--- src/rtl/viterbi_pkg.sv ---
// Definitions shared by the convolutional encoder and the Viterbi decoder:
// code parameters, symbol bit order, encoder FSM states and the parity helper.
package viterbi_pkg;

  localparam int K      = 4;
  localparam int G0_OCT = 'o17;
  localparam int G1_OCT = 'o13;

  localparam int SYM_G0_BIT = 1;
  localparam int SYM_G1_BIT = 0;

  typedef enum logic [1:0] {
    IDLE,
    DATA,
    TAIL
  } enc_state_t;

  // Callers zero-extend a K-bit window and a K-bit truncated generator.
  function automatic logic parity(input logic [31:0] window, input logic [31:0] gen);
    return ^(window & gen);
  endfunction

endpackage

--- src/rtl/conv_parity_k.sv ---
// Combinational map from a K-bit encoder window {u_t, s[K-2:0]} to one coded symbol.
// Also reused by the decoder to form expected branch symbols.
module conv_parity_k
  import viterbi_pkg::*;
#(
  parameter int K      = viterbi_pkg::K,
  parameter int G0_OCT = viterbi_pkg::G0_OCT,
  parameter int G1_OCT = viterbi_pkg::G1_OCT
) (
  input  logic [K-1:0] window,
  output logic [1:0]   sym
);

  localparam logic [K-1:0] G0_MASK = G0_OCT[K-1:0];
  localparam logic [K-1:0] G1_MASK = G1_OCT[K-1:0];

  always_comb begin
    sym             = '0;
    sym[SYM_G0_BIT] = parity(32'(window), 32'(G0_MASK));
    sym[SYM_G1_BIT] = parity(32'(window), 32'(G1_MASK));
  end

endmodule

--- src/rtl/conv_encoder_k4.sv ---
// Rate-1/2 feedforward convolutional encoder with framed input and optional
// zero-tail termination so every frame ends with the trellis in state 0.
module conv_encoder_k4
  import viterbi_pkg::*;
#(
  parameter int K       = viterbi_pkg::K,
  parameter int G0_OCT  = viterbi_pkg::G0_OCT,
  parameter int G1_OCT  = viterbi_pkg::G1_OCT,
  parameter bit TAIL_EN = 1'b1
) (
  input  logic       clk,
  input  logic       rst,
  input  logic       in_valid,
  output logic       in_ready,
  input  logic       in_bit,
  input  logic       in_last,
  output logic       sym_valid,
  input  logic       sym_ready,
  output logic [1:0] sym,
  output logic       sym_tail,
  output logic       sym_last,
  output logic       busy
);

  localparam int TW = (K > 2) ? $clog2(K - 1) : 1;

  // Handshake: a transfer happens on a rising clk edge where valid && ready.
  // Once sym_valid is high, sym/sym_tail/sym_last stay stable until sym_ready.
  // in_ready is combinational from sym_ready and never waits on in_valid.

  enc_state_t      state, state_d;
  logic [K-2:0]    sreg, sreg_d;
  logic [TW-1:0]   tail_cnt, tail_d;
  logic            can_load;
  logic            load;
  logic            u;
  logic            tail_flag;
  logic            last_flag;
  logic [K-1:0]    window;
  logic [1:0]      sym_w;

  assign can_load = !sym_valid || sym_ready;
  assign in_ready = can_load && (state != TAIL);
  assign busy     = (state != IDLE) || sym_valid;
  assign window   = {u, sreg};

  conv_parity_k #(
    .K      (K),
    .G0_OCT (G0_OCT),
    .G1_OCT (G1_OCT)
  ) u_parity (
    .window (window),
    .sym    (sym_w)
  );

  always_comb begin
    state_d   = state;
    sreg_d    = sreg;
    tail_d    = tail_cnt;
    load      = 1'b0;
    u         = 1'b0;
    tail_flag = 1'b0;
    last_flag = 1'b0;
    case (state)
      IDLE, DATA: begin
        if (in_valid && can_load) begin
          load    = 1'b1;
          u       = in_bit;
          sreg_d  = {in_bit, sreg[K-2:1]};
          state_d = DATA;
          if (in_last) begin
            if (TAIL_EN) begin
              state_d = TAIL;
            end else begin
              // Truncated frame: no tail, next frame restarts from state 0.
              last_flag = 1'b1;
              sreg_d    = '0;
              state_d   = IDLE;
            end
          end
        end
      end
      TAIL: begin
        if (can_load) begin
          load      = 1'b1;
          tail_flag = 1'b1;
          sreg_d    = {1'b0, sreg[K-2:1]};
          if (tail_cnt == TW'(K - 2)) begin
            last_flag = 1'b1;
            tail_d    = '0;
            state_d   = IDLE;
          end else begin
            tail_d = tail_cnt + 1'b1;
          end
        end
      end
      default: state_d = IDLE;
    endcase
  end

  always_ff @(posedge clk or posedge rst) begin
    if (rst) begin
      state     <= IDLE;
      sreg      <= '0;
      tail_cnt  <= '0;
      sym_valid <= 1'b0;
      sym       <= '0;
      sym_tail  <= 1'b0;
      sym_last  <= 1'b0;
    end else begin
      state    <= state_d;
      sreg     <= sreg_d;
      tail_cnt <= tail_d;
      if (load) begin
        sym_valid <= 1'b1;
        sym       <= sym_w;
        sym_tail  <= tail_flag;
        sym_last  <= last_flag;
      end else if (sym_ready) begin
        sym_valid <= 1'b0;
      end
    end
  end

endmodule

--- config.mk ---
export PLATFORM = sky130hd
export DESIGN_NAME = conv_encoder_k4
export DESIGN_NICKNAME = d
export VERILOG_FILES = /design/src/rtl/viterbi_pkg.sv /design/src/rtl/conv_parity_k.sv /design/src/rtl/conv_encoder_k4.sv
export SDC_FILE = /design/constraint.sdc
export NUM_CORES = 1
export LEC_CHECK = 0
export CAP_MARGIN = 20
export CORE_AREA = 2 2 39 41
export CTS_BUF_LIST = sky130_fd_sc_hd__clkbuf_16
export DETAILED_ROUTE_END_ITERATION = 10
export DIE_AREA = 0 0 41 43
export GPL_TIMING_DRIVEN = 1
export HOLD_SLACK_MARGIN = 0.08
export PLACE_DENSITY = 0.72
export SYNTH_ARGS = -nofsm -noshare
export SYNTH_HDL_FRONTEND = slang
export SYNTH_SLANG_ARGS = --single-unit
--- constraint.sdc ---
create_clock -name clk -period 1.6 [get_ports clk]
set_input_delay 0.32 -clock clk [delete_from_list [all_inputs] [get_ports clk]]
set_output_delay 0.32 -clock clk [all_outputs]
set_load 0.02 [all_outputs]
==> results.sh <==
# source this file to load flow results
export IMPL_top_area_cell="dfrtp_1"
export IMPL_initCoreUtil=0.431
export IMPL_worstRegToRegCells=4
export IMPL_timing_final_crit_share=0.950
export IMPL_ys_warn_count=0
export IMPL_drc=0
export IMPL_finalHoldViolations=0
export IMPL_synthCells=53
export IMPL_postCtsSetupRepairBufs=0
export IMPL_worst_path_buf_inv=1
export IMPL_r2r_start="state[0]"
export IMPL_area_leaders="dfrtp_1 50%, mux2_4 7.5%, xnor3_1 3.8%, inv_1 3.1%, nand2_1 3.1%"
export IMPL_synth_async_reset_ratio=1.00
export IMPL_clockBufferDepth=2
export IMPL_setup_worst_path_end_class="primary output"
export IMPL_io_buffers=12
export IMPL_critical_path_required_ps=1280
export IMPL_status="completed"
export IMPL_min_period_ps=1520
export IMPL_final_cell_mix="12 x dfrtp_1, 10 x buf_4, 9 x clkdlybuf4s50_1, 5 x nand2_1, 5 x inv_1"
export IMPL_use_met3=0.0314
export IMPL_routed_via_density=5.00
export IMPL_fillers=110
export IMPL_cpPeakStageDelay_ps=610
export IMPL_path_cells="clkdlybuf4s50_1"
export IMPL_final_common_cell="dfrtp_1"
export IMPL_wl_met1_um=580
==> run 1: through the flow <==
step,hold slack (ps),cells,setup slack (ps),utilization,total power [mW]
2_1_floorplan,185,53,181,-,1.11
3_3_place_gp,500,90,-307,0.583,1.47
3_5_place_dp,500,90,-342,0.583,1.48
4_1_cts,399,94,27.0,0.637,1.93
5_1_grt,440,94,26.4,0.632,2.03
6_report,387,94,80.3,0.632,1.91
==> run 1: kinds of logic after synthesis <==
| family | synth area share |
|---|---|
| compound gates | 0.143 |
| xor+xnor | 0.0671 |
| buf+inv | 0.0398 |
| flops | 0.503 |
| mux | 0.0922 |
| simple gates | 0.155 |
==> run 1: repair_timing <==
item	in CTS	in global routing
hold endpoints to repair	0	0
endpoints found under the setup margin	3	1
gates resized	8	1
==> run 1: state kept, by name (all words and copies together) (netlist names) <==
signal / flops
sreg: 3
state: 2
sym: 2
tail_cnt: 2
sym_last: 1
sym_tail: 1
sym_valid: 1
==> run 1: where the power goes <==
part           total, mW  switching [mW]  internal [mW]
registers          0.544          0.0969          0.447
clock network      0.450           0.122          0.328
logic              0.914           0.418          0.496
==> run 1: worst max-delay path by stage <==
stage | start | to | slack, ps | depth (start not counted)
after global placement | sym_ready | in_ready | -310 | 4
after floorplan | sym_valid | in_ready | 180 | 3
after detailed placement | sym_ready | in_ready | -340 | 4
final | sym[0] | sym[0] | 80 | 1
after global routing | sym[0] | sym[0] | 30 | 1
after CTS | state[0] | busy | 30 | 2
==> run 1: final cells by class <==
cell class	instances	share of cell area
clock buffers	3	0.0858
clock inverters	1	0.00429
inverters	5	0.0215
multi-input cells	35	0.312
flip-flops and latches	12	0.343
well taps	16	0.0229
repair buffers	22	0.210
### Drive-strength map, run 1

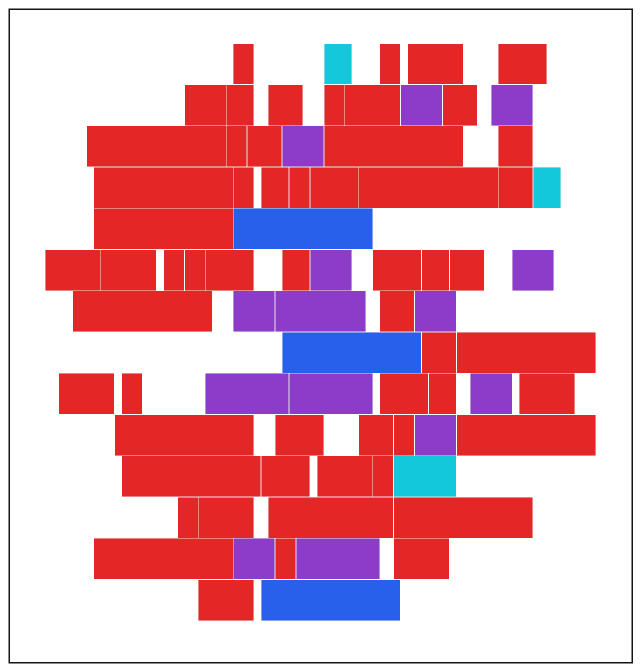
[purple] x3 and x4 | cells: 14 | share: 18%
[cyan] x2 | cells: 3 | share: 3.8%
[red] x1 and smaller | cells: 58 | share: 74%
[blue] x6 and larger | cells: 3 | share: 3.8%
Worst Slack Setup Final: 80.3 ps
area delta synth->final: 46.5%
cell area after layout: 875 µm²

### Clock distribution, run 1

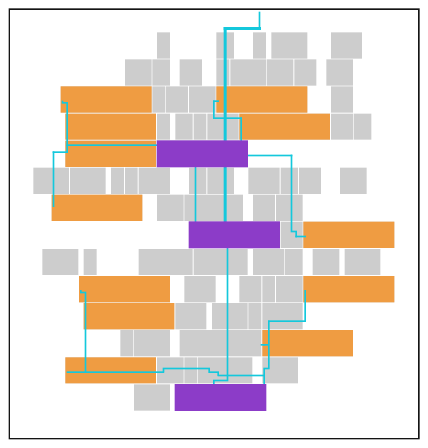
[purple] clock-net drivers | count: 3
[orange] flip-flops | count: 12
[cyan] clock wires | length: 164 µm
routed clock nets: 4
clock skew: 2.18 ps
clock share of power: 0.236
Insertion Delay late pin: 240 ps
Power Clock: 0.450 mW

### Metal 1, run 1

Supply wires on this layer in grey. Cells faint in the background.
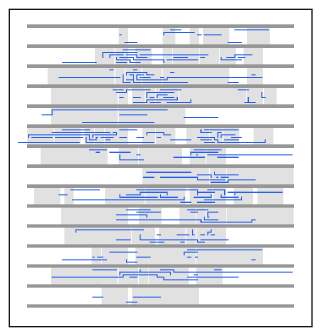
share of all routed wire: 49%
wire length on this layer: 581 µm
nets with wire on the layer: 79
met1 Track Usage GR: 0.235
total vias in the final route: 470
WL final: 1180 µm

### Cell classes on the final placement, run 1

The bar under the picture is 10 µm long.
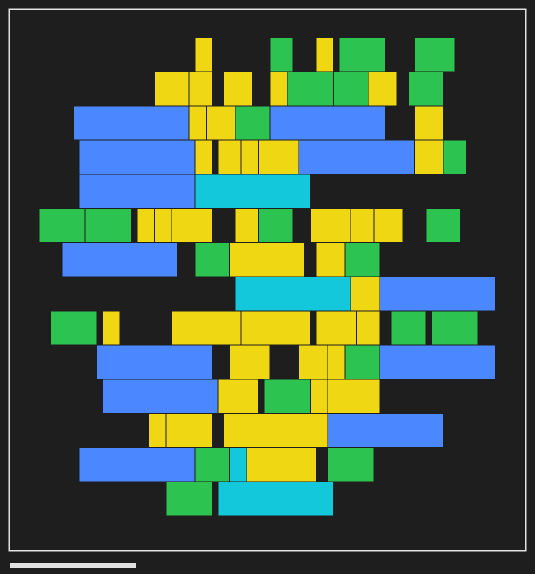
[blue] registers | cells: 12 | share of their area: 35%
[green] remaining buffers and delay cells | cells: 22 | share of their area: 22%
[cyan] clock drivers and dummy loads | cells: 4 | share of their area: 9.2%
[yellow] remaining logic cells | cells: 40 | share of their area: 34%
Final Util: 0.632
row count: 14
Seq area share: 0.343
core region area: 0.00138 mm²

Power is estimated from default activity; no workload was simulated.
